### config.mk
export PLATFORM = sky130hd
export DESIGN_NAME = bin2bcd_seq_flat
export DESIGN_NICKNAME = d
export VERILOG_FILES = /design/src/rtl/bin2bcd_seq_if.sv /design/src/rtl/bin2bcd_seq.sv /design/src/flat_wrapper.sv
export SDC_FILE = /design/constraint.sdc
export NUM_CORES = 1
export LEC_CHECK = 0
export CAP_MARGIN = 20
export CELL_PAD_IN_SITES_DETAIL_PLACEMENT = 0
export CELL_PAD_IN_SITES_GLOBAL_PLACEMENT = 2
export CORE_MARGIN = 3
export CORE_UTILIZATION = 32
export DETAILED_ROUTE_END_ITERATION = 12
export PLACE_DENSITY = 0.75
export SETUP_SLACK_MARGIN = 0.15
export SLEW_MARGIN = 40
export SYNTH_ARGS = -nofsm -noshare
export SYNTH_HDL_FRONTEND = slang
export SYNTH_SLANG_ARGS = --single-unit
export TNS_END_PERCENT = 100
### constraint.sdc
create_clock -name clk -period 2.2 [get_ports clk]
set_input_delay 0.33 -clock clk [delete_from_list [all_inputs] [get_ports clk]]
set_output_delay 0.33 -clock clk [all_outputs]
set_load 0.01 [all_outputs]
### src/rtl/bin2bcd_seq_if.sv
// bin2bcd_seq_if: request/result bundle between the millisecond timer
// (master) and the sequential binary-to-BCD converter (slave).
interface bin2bcd_seq_if #(
    parameter int WIDTH  = 14,
    parameter int DIGITS = 4
);
    logic                  start;
    logic [WIDTH-1:0]      bin;
    logic                  busy;
    logic                  done;
    logic [4*DIGITS-1:0]   bcd;
    logic                  overflow;

    modport master (
        output start,
        output bin,
        input  busy,
        input  done,
        input  bcd,
        input  overflow
    );

    modport slave (
        input  start,
        input  bin,
        output busy,
        output done,
        output bcd,
        output overflow
    );
endinterface

### src/rtl/bin2bcd_seq.sv
// bin2bcd_seq: sequential double-dabble converter, one shift-and-adjust
// step per clock. The previous result stays on bcd/overflow until the
// new conversion completes, so the display never shows a partial value.
//
// Optional build macro BIN2BCD_CLAMP_EN: when defined, an overflowing
// result is shown as all nines instead of its low DIGITS digits.
module bin2bcd_seq #(
    parameter int WIDTH  = 14,
    parameter int DIGITS = 4
) (
    input logic            clk,
    input logic            reset,
    bin2bcd_seq_if.slave   bus
);
    localparam int CNT_W = $clog2(WIDTH + 1);
    localparam int SCR_W = 4 * (DIGITS + 1);
    localparam int BCD_W = 4 * DIGITS;

    typedef enum logic {
        IDLE,
        SHIFT
    } state_t;

    state_t             state_q;
    state_t             state_d;
    logic               accept;
    logic               last_step;

    logic [CNT_W-1:0]   cnt_q;
    logic [WIDTH-1:0]   shift_q;
    logic [SCR_W-1:0]   scratch_q;

    logic [SCR_W-1:0]   scratch_adj;
    logic [SCR_W-1:0]   scratch_nxt;
    logic [WIDTH-1:0]   shift_nxt;
    logic               ovf_nxt;

    logic [BCD_W-1:0]   bcd_q;
    logic               ovf_q;
    logic               done_q;

    // Double-dabble correction for one BCD nibble.
    function automatic logic [3:0] add3(input logic [3:0] n);
        return (n >= 4'd5) ? (n + 4'd3) : n;
    endfunction

`ifdef BIN2BCD_CLAMP_EN
    // Saturate the displayed value at all nines when the result does not fit.
    function automatic logic [BCD_W-1:0] clamp_bcd(input logic [BCD_W-1:0] low,
                                                   input logic             ovf);
        return ovf ? {DIGITS{4'h9}} : low;
    endfunction
`endif

    // One conversion step: adjust every nibble in parallel, then shift left.
    always_comb begin
        scratch_adj = '0;
        for (int i = 0; i < DIGITS + 1; i++) begin
            scratch_adj[4*i +: 4] = add3(scratch_q[4*i +: 4]);
        end
        scratch_nxt = {scratch_adj[SCR_W-2:0], shift_q[WIDTH-1]};
        shift_nxt   = {shift_q[WIDTH-2:0], 1'b0};
        // A bit leaving the scratch register would equally mean the value
        // did not fit; in the supported input range it is always zero.
        ovf_nxt     = (|scratch_nxt[SCR_W-1:BCD_W]) | scratch_adj[SCR_W-1];
    end

    // Next-state logic: accept a request in IDLE, return after the last shift.
    always_comb begin
        state_d   = state_q;
        accept    = 1'b0;
        last_step = 1'b0;
        case (state_q)
            IDLE: begin
                if (bus.start) begin
                    accept  = 1'b1;
                    state_d = SHIFT;
                end
            end
            SHIFT: begin
                if (cnt_q == CNT_W'(1)) begin
                    last_step = 1'b1;
                    state_d   = IDLE;
                end
            end
            default: state_d = IDLE;
        endcase
    end

    // State register.
    always_ff @(posedge clk or posedge reset) begin
        if (reset) begin
            state_q <= IDLE;
        end else begin
            state_q <= state_d;
        end
    end

    // Working registers: load on accept, step once per cycle while shifting.
    always_ff @(posedge clk or posedge reset) begin
        if (reset) begin
            cnt_q     <= '0;
            shift_q   <= '0;
            scratch_q <= '0;
        end else if (accept) begin
            cnt_q     <= CNT_W'(WIDTH);
            shift_q   <= bus.bin;
            scratch_q <= '0;
        end else if (state_q == SHIFT) begin
            cnt_q     <= cnt_q - CNT_W'(1);
            shift_q   <= shift_nxt;
            scratch_q <= scratch_nxt;
        end
    end

    // Result registers: updated only on the final shift, held otherwise.
    always_ff @(posedge clk or posedge reset) begin
        if (reset) begin
            bcd_q  <= '0;
            ovf_q  <= 1'b0;
            done_q <= 1'b0;
        end else begin
            done_q <= last_step;
            if (last_step) begin
                ovf_q <= ovf_nxt;
`ifdef BIN2BCD_CLAMP_EN
                bcd_q <= clamp_bcd(scratch_nxt[BCD_W-1:0], ovf_nxt);
`else
                bcd_q <= scratch_nxt[BCD_W-1:0];
`endif
            end
        end
    end

    assign bus.busy     = (state_q == SHIFT);
    assign bus.done     = done_q;
    assign bus.bcd      = bcd_q;
    assign bus.overflow = ovf_q;

endmodule
### src/flat_wrapper.sv
// flat-port wrapper written by rule: the top's interface ports become plain ports
module bin2bcd_seq_flat 
#(
    parameter int WIDTH  = 14,
    parameter int DIGITS = 4
)
  (clk, reset, bus_start, bus_bin, bus_busy, bus_done, bus_bcd, bus_overflow);
  bin2bcd_seq_if #(.WIDTH(WIDTH), .DIGITS(DIGITS)) bus_i ();
  input logic clk;
  input logic reset;
  input wire logic [$bits(bus_i.start)-1:0] bus_start;
  input wire logic [$bits(bus_i.bin)-1:0] bus_bin;
  output wire logic [$bits(bus_i.busy)-1:0] bus_busy;
  output wire logic [$bits(bus_i.done)-1:0] bus_done;
  output wire logic [$bits(bus_i.bcd)-1:0] bus_bcd;
  output wire logic [$bits(bus_i.overflow)-1:0] bus_overflow;
  assign bus_i.start = bus_start;
  assign bus_i.bin = bus_bin;
  assign bus_busy = bus_i.busy;
  assign bus_done = bus_i.done;
  assign bus_bcd = bus_i.bcd;
  assign bus_overflow = bus_i.overflow;
  bin2bcd_seq #(.WIDTH(WIDTH), .DIGITS(DIGITS)) u_core (.clk(clk), .reset(reset), .bus(bus_i));
endmodule
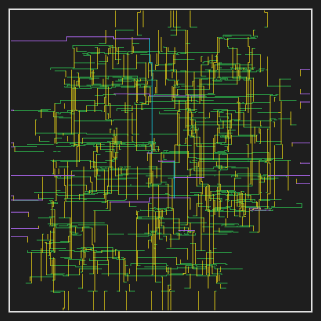
wires.png
Drawn at 3 px/um.
| layer | colour | wire length |
|---|---|---|
| metal 1 | green | 2880 um |
| metal 4 | cyan | 51.2 um |
| metal 3 | purple | 229 um |
| metal 2 | yellow | 2560 um |
GR Util All Layers: 0.127
Routed WL: 5710 um

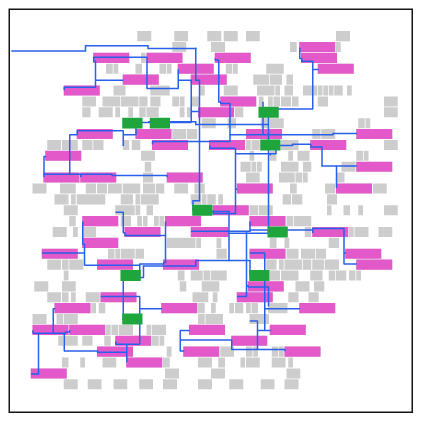
clk_routes.png
Drawn at 4 px/um.
[clock drivers] green | count: 9
[clock wires] blue | length: 911 um
[flip-flops] magenta | count: 57
flops lie: all over the die
routed clock nets: 10
clock group power: 0.000941 W
Clock Skew: 0.00917 ns
Clock power frac: 0.188
clock latency on the worst-skew pair: 0.33 ns

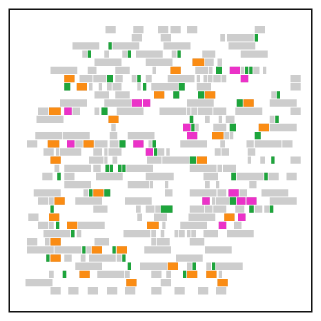
logic_types.png
Drawn at 3 px/um.
| family | colour | cells | most used |
|---|---|---|---|
| nand cells | green | 53 | nand2_1 |
| non-inverting ao/oa cells | magenta | 16 | a21o_1 |
| mux cells | orange | 31 | mux2i_1 |
Comb/total area: 0.368
most numerous logic cell after layout: dfrtp_1
Layout Cells excl Fill: 426

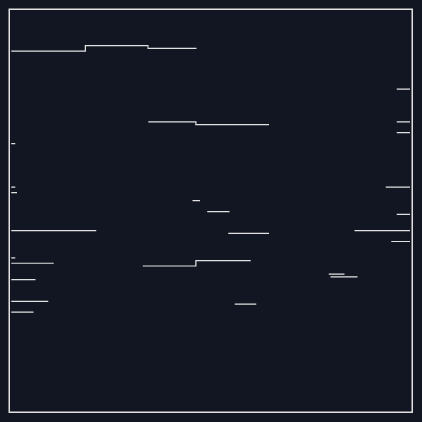
layer_met3.png
Drawn at 4 px/um.
wire length on this layer: 229 um
main direction: horizontal
nets with wire on the layer: 21
longest straight run: 20.9 um
via count: 2045
grt met3 use: 0.0396

==> ci_impl_report.md <==
### Metrics collected by this job

| Metric | Value |
|---|---|
| Outcome | complete, no violations |
| Worst hold slack | 0.368 ns |
| Worst EP arrival | 1.51 ns |
| Sequential cell area | 0.00143 mm2 |
| Yosys stat area | 0.00285 mm2 |
| Logic inverters | 15 |
| CTS root buf | clkbuf_8 |
| Registers, synthesis | 57 |
| Pin count of the biggest net entering global routing | 58 |
| Pins Over Slew Limit | 0 |
| Vias in the first global route | 2030 |
| Sequential share of cell area | 0.403 |
| Core Rows | 33 |
| Drt pass-1 iters | 4 |
| Clock-cell share | 0.0544 |
| Hold Crit Class | in2async |
| Met1 wire length | 2880 um |
| Dominant comb cell | AND-OR/OR-AND gates |
| HPWL after DPL | 3760 um |
| Post-layout period usage | 0.836 |
| Yosys top cell by instances | dfrtp_1 |
| Cts hold-fix bufs | 0 |
| Registers | 57 |
| Post-synth top cells | dfrtp_1 (57), nand2_1 (36), o21ai_0 (28), mux2i_1 (26) |
| Most Used Layer, Global Route | met2 |
| Reg2reg setup slack | 0.49 ns |
| NumNets Final | 345 |
| Worst rel slew slack | 0.717 |
| Initial antenna violation count | 0 |
| P_int | 0.00317 W |
| Psw | 0.00182 W |
| First-pass GRT wire length | 10000 um |
| Main flop type | dfrtp_1 |
| Final setup viols | 0 |
| Initial drt markers | 62 |
| RSZ-0062 raised after global routing | no |
| End of the critical path | bus_busy |
| Cell count in the Yosys report | 277 |
| CTS tree | done |
| Critical path's largest stage delay | 0.61 ns |
| Synth Seq Share | 0.500 |
| Signal buffers | 42 |
No activity file was given, so power comes from the tool's default toggle rates.
